**src/rtl/coef_stream_loader_pkg.sv**
```systemverilog
// Shared NTT package: loader FSM states, default geometry and the helper
// that locates a bank's slice inside the packed memory row buses.
package ntt_pkg;

  localparam int D_WIDTH_DEF = 17;
  localparam int BN_DEF      = 16;
  localparam int MA_DEF      = 64;

  typedef enum logic [2:0] {
    IDLE,
    LD_COLLECT,
    LD_WRITE,
    DP_READ,
    DP_WAIT,
    DP_STREAM
  } loader_state_e;

  // LSB position of bank b in a packed row of w-bit coefficients
  function automatic int bank_lsb(input int b, input int w);
    return b * w;
  endfunction

endpackage

```
**src/rtl/coef_stream_loader_if.sv**
```systemverilog
// Stream and memory-port bundle around coef_stream_loader.
// master = loader side, slave = host/memory side.
interface coef_stream_loader_if #(
  parameter int D_WIDTH = 17,
  parameter int BN      = 16,
  parameter int ADDR_W  = 6
);
  logic                    s_valid;
  logic                    s_ready;
  logic [D_WIDTH-1:0]      s_data;
  logic                    m_valid;
  logic                    m_ready;
  logic [D_WIDTH-1:0]      m_data;
  logic [BN-1:0]           mem_we;
  logic                    mem_re;
  logic [ADDR_W-1:0]       mem_addr;
  logic [BN*D_WIDTH-1:0]   mem_wdata;
  logic [BN*D_WIDTH-1:0]   mem_rdata;

  modport master (
    input  s_valid, s_data, m_ready, mem_rdata,
    output s_ready, m_valid, m_data, mem_we, mem_re, mem_addr, mem_wdata
  );

  modport slave (
    output s_valid, s_data, m_ready, mem_rdata,
    input  s_ready, m_valid, m_data, mem_we, mem_re, mem_addr, mem_wdata
  );
endinterface

```
**src/rtl/coef_stream_loader_row_buffer.sv**
```systemverilog
// coef_row_buffer: one memory row of coefficients held in registers.
// Filled slot by slot from the input stream or in one shot from mem_rdata;
// drained slot by slot to the output stream or in one shot to mem_wdata.
module coef_row_buffer
  import ntt_pkg::*;
#(
  parameter int D_WIDTH = D_WIDTH_DEF,
  parameter int BN      = BN_DEF,
  parameter int BW      = $clog2(BN)
) (
  input  logic                  clk,
  input  logic                  rst,
  input  logic                  i_wr_en,
  input  logic [BW-1:0]         i_wr_idx,
  input  logic [D_WIDTH-1:0]    i_wr_data,
  input  logic                  i_ld_en,
  input  logic [BN*D_WIDTH-1:0] i_ld_row,
  input  logic [BW-1:0]         i_rd_idx,
  output logic [D_WIDTH-1:0]    o_rd_data,
  output logic [BN*D_WIDTH-1:0] o_row
);

  logic [BN-1:0][D_WIDTH-1:0] r_mem;

  // Row load wins over slot write; the FSM never asserts both together
  always_ff @(posedge clk or posedge rst) begin
    if (rst) begin
      r_mem <= '0;
    end else if (i_ld_en) begin
      for (int b = 0; b < BN; b++)
        r_mem[b] <= i_ld_row[bank_lsb(b, D_WIDTH) +: D_WIDTH];
    end else if (i_wr_en) begin
      r_mem[i_wr_idx] <= i_wr_data;
    end
  end

  assign o_rd_data = r_mem[i_rd_idx];
  assign o_row     = r_mem;

endmodule

```
**src/rtl/coef_stream_loader.sv**
```systemverilog
// coef_stream_loader: streams coefficients in natural order into BN banks x
// MA rows (coef n = k*BN + b -> bank b, row k) and dumps them back out.
// Optional build macro COEF_LOADER_RANGE_CHECK_EN adds the sticky
// err_range check of accepted s_data against modulus.
module coef_stream_loader
  import ntt_pkg::*;
#(
  parameter int D_WIDTH = D_WIDTH_DEF,
  parameter int BN      = BN_DEF,
  parameter int MA      = MA_DEF,
  parameter int ADDR_W  = (MA > 1) ? $clog2(MA) : 1
) (
  input  logic                 clk,
  input  logic                 rst,
  input  logic                 start_load,
  input  logic                 start_dump,
  input  logic [D_WIDTH-1:0]   modulus,
  coef_stream_loader_if.master bus,
  output logic                 busy,
  output logic                 done,
  output logic                 err_range
);

  localparam int                BW     = $clog2(BN);
  localparam logic [BW-1:0]     B_LAST = BW'(BN - 1);
  localparam logic [ADDR_W-1:0] K_LAST = ADDR_W'(MA - 1);

  loader_state_e       r_state, w_state_nxt;
  logic [BW-1:0]       r_b, w_b_nxt;
  logic [ADDR_W-1:0]   r_k, w_k_nxt;
  logic                r_done, w_done_nxt;
  logic                w_buf_wr, w_buf_ld;
  logic [D_WIDTH-1:0]  w_rd_data;
  logic [BN*D_WIDTH-1:0] w_row;

  // State and counter registers; reset abandons any partial row
  always_ff @(posedge clk or posedge rst) begin
    if (rst) begin
      r_state <= IDLE;
      r_b     <= '0;
      r_k     <= '0;
      r_done  <= 1'b0;
    end else begin
      r_state <= w_state_nxt;
      r_b     <= w_b_nxt;
      r_k     <= w_k_nxt;
      r_done  <= w_done_nxt;
    end
  end

  // Next-state, counter and row-buffer control decode
  always_comb begin
    w_state_nxt = r_state;
    w_b_nxt     = r_b;
    w_k_nxt     = r_k;
    w_done_nxt  = 1'b0;
    w_buf_wr    = 1'b0;
    w_buf_ld    = 1'b0;
    case (r_state)
      IDLE: begin
        if (start_load || start_dump) begin
          w_state_nxt = start_load ? LD_COLLECT : DP_READ;
          w_b_nxt     = '0;
          w_k_nxt     = '0;
        end
      end
      LD_COLLECT: begin
        if (bus.s_valid) begin
          w_buf_wr = 1'b1;
          w_b_nxt  = r_b + 1'b1;
          if (r_b == B_LAST) w_state_nxt = LD_WRITE;
        end
      end
      LD_WRITE: begin
        w_b_nxt = '0;
        if (r_k == K_LAST) begin
          w_state_nxt = IDLE;
          w_done_nxt  = 1'b1;
        end else begin
          w_k_nxt     = r_k + 1'b1;
          w_state_nxt = LD_COLLECT;
        end
      end
      DP_READ: w_state_nxt = DP_WAIT;
      DP_WAIT: begin
        w_buf_ld    = 1'b1;
        w_b_nxt     = '0;
        w_state_nxt = DP_STREAM;
      end
      DP_STREAM: begin
        if (bus.m_ready) begin
          w_b_nxt = r_b + 1'b1;
          if (r_b == B_LAST) begin
            if (r_k == K_LAST) begin
              w_state_nxt = IDLE;
              w_done_nxt  = 1'b1;
            end else begin
              w_k_nxt     = r_k + 1'b1;
              w_state_nxt = DP_READ;
            end
          end
        end
      end
      default: w_state_nxt = IDLE;
    endcase
  end

  coef_row_buffer #(.D_WIDTH(D_WIDTH), .BN(BN), .BW(BW)) u_row (
    .clk       (clk),
    .rst       (rst),
    .i_wr_en   (w_buf_wr),
    .i_wr_idx  (r_b),
    .i_wr_data (bus.s_data),
    .i_ld_en   (w_buf_ld),
    .i_ld_row  (bus.mem_rdata),
    .i_rd_idx  (r_b),
    .o_rd_data (w_rd_data),
    .o_row     (w_row)
  );

  // Every output comes from state or registers, never from s_valid/m_ready
  assign bus.s_ready   = (r_state == LD_COLLECT);
  assign bus.m_valid   = (r_state == DP_STREAM);
  assign bus.m_data    = w_rd_data;
  assign bus.mem_we    = {BN{r_state == LD_WRITE}};
  assign bus.mem_re    = (r_state == DP_READ);
  assign bus.mem_addr  = r_k;
  assign bus.mem_wdata = w_row;
  assign busy          = (r_state != IDLE);
  assign done          = r_done;

`ifdef COEF_LOADER_RANGE_CHECK_EN
  logic r_err;

  // Sticky out-of-range flag; a new load clears it, the data is still stored
  always_ff @(posedge clk or posedge rst) begin
    if (rst)
      r_err <= 1'b0;
    else if (r_state == IDLE && start_load)
      r_err <= 1'b0;
    else if (r_state == LD_COLLECT && bus.s_valid && bus.s_data >= modulus)
      r_err <= 1'b1;
  end

  assign err_range = r_err;
`else
  logic w_unused_modulus;
  assign w_unused_modulus = ^modulus;
  assign err_range        = 1'b0;
`endif

endmodule

```
**src/flat_wrapper.sv**
```systemverilog
// flat-port wrapper written by rule: the top's interface ports become plain ports
module coef_stream_loader_flat import ntt_pkg::*;
#(
  parameter int D_WIDTH = D_WIDTH_DEF,
  parameter int BN      = BN_DEF,
  parameter int MA      = MA_DEF,
  parameter int ADDR_W  = (MA > 1) ? $clog2(MA) : 1
)
  (clk, rst, start_load, start_dump, modulus, busy, done, err_range, bus_s_valid, bus_s_data, bus_m_ready, bus_mem_rdata, bus_s_ready, bus_m_valid, bus_m_data, bus_mem_we, bus_mem_re, bus_mem_addr, bus_mem_wdata);
  coef_stream_loader_if #(.D_WIDTH(D_WIDTH), .BN(BN), .ADDR_W(ADDR_W)) bus_i ();
  input  logic clk;
  input  logic rst;
  input  logic start_load;
  input  logic start_dump;
  input  logic [D_WIDTH-1:0] modulus;
  output logic busy;
  output logic done;
  output logic err_range;
  input wire logic [$bits(bus_i.s_valid)-1:0] bus_s_valid;
  input wire logic [$bits(bus_i.s_data)-1:0] bus_s_data;
  input wire logic [$bits(bus_i.m_ready)-1:0] bus_m_ready;
  input wire logic [$bits(bus_i.mem_rdata)-1:0] bus_mem_rdata;
  output wire logic [$bits(bus_i.s_ready)-1:0] bus_s_ready;
  output wire logic [$bits(bus_i.m_valid)-1:0] bus_m_valid;
  output wire logic [$bits(bus_i.m_data)-1:0] bus_m_data;
  output wire logic [$bits(bus_i.mem_we)-1:0] bus_mem_we;
  output wire logic [$bits(bus_i.mem_re)-1:0] bus_mem_re;
  output wire logic [$bits(bus_i.mem_addr)-1:0] bus_mem_addr;
  output wire logic [$bits(bus_i.mem_wdata)-1:0] bus_mem_wdata;
  assign bus_i.s_valid = bus_s_valid;
  assign bus_i.s_data = bus_s_data;
  assign bus_i.m_ready = bus_m_ready;
  assign bus_i.mem_rdata = bus_mem_rdata;
  assign bus_s_ready = bus_i.s_ready;
  assign bus_m_valid = bus_i.m_valid;
  assign bus_m_data = bus_i.m_data;
  assign bus_mem_we = bus_i.mem_we;
  assign bus_mem_re = bus_i.mem_re;
  assign bus_mem_addr = bus_i.mem_addr;
  assign bus_mem_wdata = bus_i.mem_wdata;
  coef_stream_loader #(.D_WIDTH(D_WIDTH), .BN(BN), .MA(MA), .ADDR_W(ADDR_W)) u_core (.clk(clk), .rst(rst), .start_load(start_load), .start_dump(start_dump), .modulus(modulus), .bus(bus_i), .busy(busy), .done(done), .err_range(err_range));
endmodule
```
**config.mk**
```make
export PLATFORM = sky130hd
export DESIGN_NAME = coef_stream_loader_flat
export DESIGN_NICKNAME = d
export VERILOG_FILES = /design/src/rtl/coef_stream_loader_pkg.sv /design/src/rtl/coef_stream_loader_if.sv /design/src/rtl/coef_stream_loader_row_buffer.sv /design/src/rtl/coef_stream_loader.sv /design/src/flat_wrapper.sv
export SDC_FILE = /design/constraint.sdc
export NUM_CORES = 1
export LEC_CHECK = 0
export CORE_AREA = 2 2 241 243
export CTS_CLUSTER_SIZE = 25
export DETAILED_ROUTE_END_ITERATION = 6
export DIE_AREA = 0 0 243 245
export GPL_TIMING_DRIVEN = 1
export PLACE_DENSITY_LB_ADDON = 0.15
export SLEW_MARGIN = 20
export SYNTH_ARGS = -nofsm -noshare
export SYNTH_HDL_FRONTEND = slang
export SYNTH_HIERARCHICAL = 1
export SYNTH_SLANG_ARGS = --single-unit
```
**constraint.sdc**
```tcl
create_clock -name clk -period 8.3 [get_ports clk]
set_clock_uncertainty 0.1 [all_clocks]
set_input_delay 1.245 -clock clk [delete_from_list [all_inputs] [get_ports clk]]
set_output_delay 1.245 -clock clk [all_outputs]
set_load 0.05 [all_outputs]
```
Run 1, pin placement:
(2 px per um) Pins as bars across the die edge, other pins in gray.
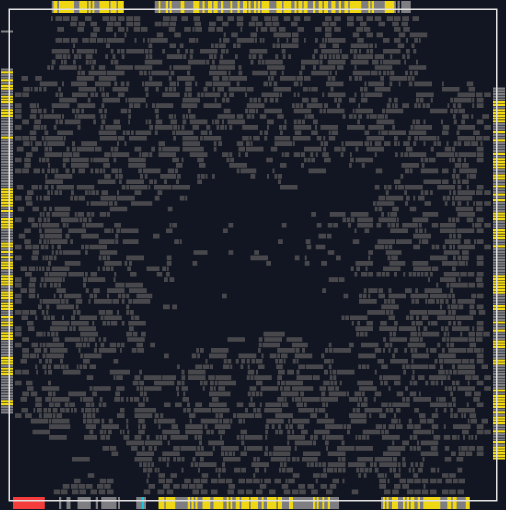
red -> modulus  # pins 17, direction input, edge bottom
yellow -> bus_mem_rdata  # pins 272, direction input, edge 87 top, 71 bottom, 60 right, 54 left
cyan -> bus_s_ready  # pins 1, direction output, edge bottom
all pins by edge = 188 bottom, 176 top, 137 right, 128 left
I/O Buffers: 610
chip width: 243 um

Run 1, wires at chosen ports, followed through buffers:
(1 px per um)
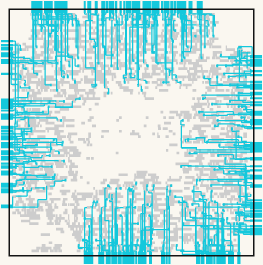
cyan -> bus_mem_rdata  # bits 272, direction input, edge 87 top, 71 bottom, 60 right, 54 left, end cells 272, wire 11400 um
io pins: 629

Run 1, the metal 2 layer:
(2 px per um)
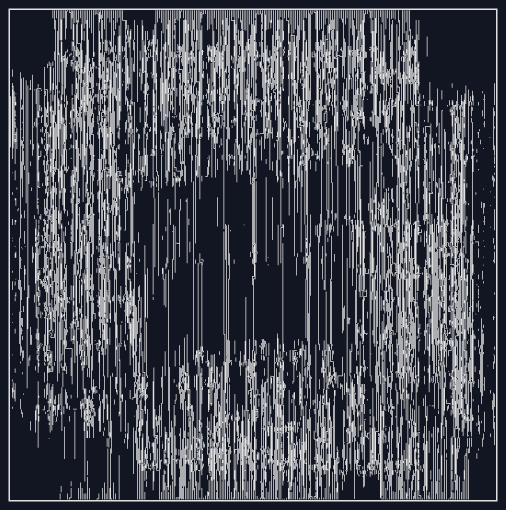
nets with wire on the layer = 2197
longest straight run = 122 um
main direction = vertical
wire length on this layer = 43.8 mm

==> results.toml, run 1 <==
# physical design summary
[sta]
slew_headroom = 0.254
tightest_slew_ps = 1120
finalSetupViolations = 0
slew_viol_final = 0
hold_viol_final = 0
hold_ws_ps = 473

[finish]
clkCellAreaFrac = 0.0560
area_growth_pct = 47.5
logic_area_um2 = 8010
comb_cells = 1304
flops = 286
diodes = 10
fin_nets = 2603
comb_share = 0.334
lay_top_cells = "clkdlybuf4s50_1, dfrtp_1, nor2_1, nand3_1, a31oi_1"
stdcell_count = 3092
fin_util = 0.420
drive_above_1_share = 0.0829
nClkBuffers = 57

[floorplanning]
die_area_um2 = 59500
initial_core_util = 0.285

[pwr]
power_density_nw_per_um2 = 557
internal_power_mw = 6.00
comb_power_share = 0.632
powerSeq_mw = 3.11
power_leader = "combinational logic"

[synthesis]
ys_seq_frac = 0.440
ys_area_um2 = 16300
topCellsByArea = "dfrtp_1, a31oi_1, mux4_2"
edf_count = 0
top_cell_area_share = 0.440
netlist_area_um2 = 16300
synthTopLogicFamily = "AND-OR/OR-AND gates"
compound_area_frac = 0.219
simple_gate_area_frac = 0.173
syn_area_per_cell_um2 = 8.77
largest_area_cell = "dfrtp_1"
yosysUniqueCellTypes = 48
yosys_cells = 1853
yosys.area_share.xor_xnor = 0

[worst_setup_path]
start_kind = "flip-flop"
crit_path_max_fanout = 45
cp_num_buf_inv = 2
arrival_ps = 4270
crit_type = "flip-flop to primary output"
crit_chain = "buf_4 > mux4_2 > a22oi_1 > nand2_1 > clkdlybuf4s50_1"
cp.depth = 5
crit_slowest_cell = "dfrtp_4"
endpoint_kind = "primary output"
slowest_delay_ps = 890
rr_startpoint = "u_core/r_b[0]"
reg2reg_slack_ps = 4450
crit_start = "u_core/r_b[0]"
worst-r2r-cell-count = 5

[worst_hold_path]
whs_endpoint = "u_core/bus.mem_addr[1]"
hp-class = "flip-flop to flip-flop"

[placement]
dp.cells = 3015
dp_hpwl_mm = 62.8

[clocking]
cts_max_path_buffers = 3
numCtsBuffers = 37
postCtsHoldBufs = 0
clock_sink_count = 286
ctsHtreeMaxLevel = 2
worst_setup_hold_path_clk_slew_ps = 50
clock.latency.late_pin_ps = 550
postCtsSetupRepairBufs = 0

[grt]
grt_max_degree = 197
grt_pass1_wl_mm = 131
first_global_vias = 17800
grt_util_all_layers = 0.300
antenna_found_initial = 14

[detailed_routing]
drt_iter0_drc = 2173
wl_mm = 93.5
drc = 0

[outcome]
status = "finished clean"
[run 1: tightest hold or removal path, delay by kind of cell (launching register included)]
family / cells / cell delay, ps
flip-flops: 1 / 400
multiplexers: 1 / 60
buffers and inverters: 1 / 60
[run 1: routing by layer]
metal	track usage	wire length (um)	vias to the layer above
met4	0.145	4580	8
met1	0.373	35500	9104
met2	0.483	43800	1223
li1	-	-	7719
met3	0.0827	9580	223
met5	0	52	-
[run 1: registers in the layout (all words and copies together), names as in the netlist]
name                 flops
u_core/r_b               4
u_core/u_row/o_row     272
u_core/bus.mem_addr      6
u_core/done              1
u_core/r_state           3
==> run 1 -> run 2 <==
- clock period: 8.3 -> 5.07 ns (I/O delays scaled with it)
Run 2, wires at chosen ports, followed through buffers:
(1 px per um)
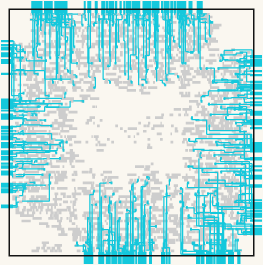
cyan -> bus_mem_rdata  # bits 272, direction input, edge 87 top, 71 bottom, 60 right, 54 left, end cells 272, wire 11400 um

==> run 2 against run 1 <==
  * Highest routed layer unchanged
  * Global-route usage up 0.30 points
  * Register-to-register slack worse by 2700 ps
  * Clock power up 43%
  * Worst hold slack worse by 9.6 ps
  * Sequential power up 62%
==> results.toml, run 2 <==
# physical design summary
[synthesis]
syn_area_per_cell_um2 = 8.77
edf_count = 0
ys_seq_frac = 0.440
top_cell_area_share = 0.440
compound_area_frac = 0.219
synthTopLogicFamily = "AND-OR/OR-AND gates"
netlist_area_um2 = 16300
yosys.area_share.xor_xnor = 0
topCellsByArea = "dfrtp_1, a31oi_1, mux4_2"
yosysUniqueCellTypes = 48
largest_area_cell = "dfrtp_1"
ys_area_um2 = 16300
simple_gate_area_frac = 0.173
synthTopCellsByCount = "dfrtp_1, nor2_1, nand3_1, a31oi_1, o21ai_0"

[finish]
area_growth_pct = 46.9
largest_reg_flops = 272
fin_nets = 2614
lay_top_cells = "clkdlybuf4s50_1, dfrtp_1, nor2_1, nand3_1, a31oi_1"
stdcell_count = 3094
logic_area_um2 = 8010
drive_above_1_share = 0.0861
fin_util = 0.419

[pwr]
powerSeq_mw = 5.04
power_density_nw_per_um2 = 903
power_leader = "combinational logic"
comb_power_share = 0.647
ir_worst_vdd_uv = 425
internal_power_mw = 9.52

[placement]
dp_hpwl_mm = 64.1
numPortBuffers = 610
dp.cells = 3026
place_congestion = 0.887

[worst_setup_path]
endpoint_kind = "primary output"
rr_startpoint = "u_core/r_b[1]"
crit_start = "u_core/r_b[1]"
reg2reg_slack_ps = 1780
arrival_ps = 3580
crit_slowest_cell = "dfrtp_4"
start_kind = "flip-flop"
worst-r2r-cell-count = 5
cp.depth = 5
crit_chain = "buf_4 > mux4_2 > a22oi_1 > nand2_1 > clkdlybuf4s50_1"
endpoint = "bus_m_data[2]"
slowest_delay_ps = 1070
cp_num_buf_inv = 2
crit_type = "flip-flop to primary output"

[floorplanning]
die_w_um = 243
initial_core_util = 0.285

[worst_hold_path]
whs_endpoint = "u_core/bus.mem_addr[1]"
hp-class = "flip-flop to flip-flop"

[sta]
hold_ws_ps = 463
slew_headroom = 0.238
fin_crit_sh = 0.876
slew_viol_final = 0
finalSetupViolations = 0

[clocking]
postCtsHoldBufs = 0
ctsHtreeMaxLevel = 2
numCtsBuffers = 37
postCtsSetupRepairBufs = 0
cts_max_path_buffers = 3
clock_sink_count = 286
root_buffer = "clkbuf_16"
clock.latency.late_pin_ps = 540

[detailed_routing]
vias_per_cell = 5.89
drt_iter0_drc = 2316
wl_mm = 93.7
drc = 0

[grt]
grt_util_all_layers = 0.303
first_global_vias = 17800
grt_max_degree = 177
antenna_found_initial = 7

[outcome]
status = "finished clean"
## run 2: metal layers
layer	routed length [um]	global-route usage
met2	43900	0.490
met5	23	0
met1	35600	0.382
met4	4740	0.140
met3	9420	0.0766
## run 2: area by class of cell
cell class                 count  area share
multi-input combinational   1304       0.335
sequential                   286       0.300
timing repair buffer         663       0.276
clock buffer                  49      0.0419
tap                          765      0.0401
clock inverter                13     0.00524
inverter                       8     0.00173
antenna                        6    0.000628
## run 2: tightest hold or removal path: cells and delay by family (launching register included)
| kind | cells | cell delay, ps |
|---|---|---|
| flip-flops | 1 | 410 |
| buffers and inverters | 1 | 60 |
| multiplexers | 1 | 60 |
Power and IR drop assume default switching activity.
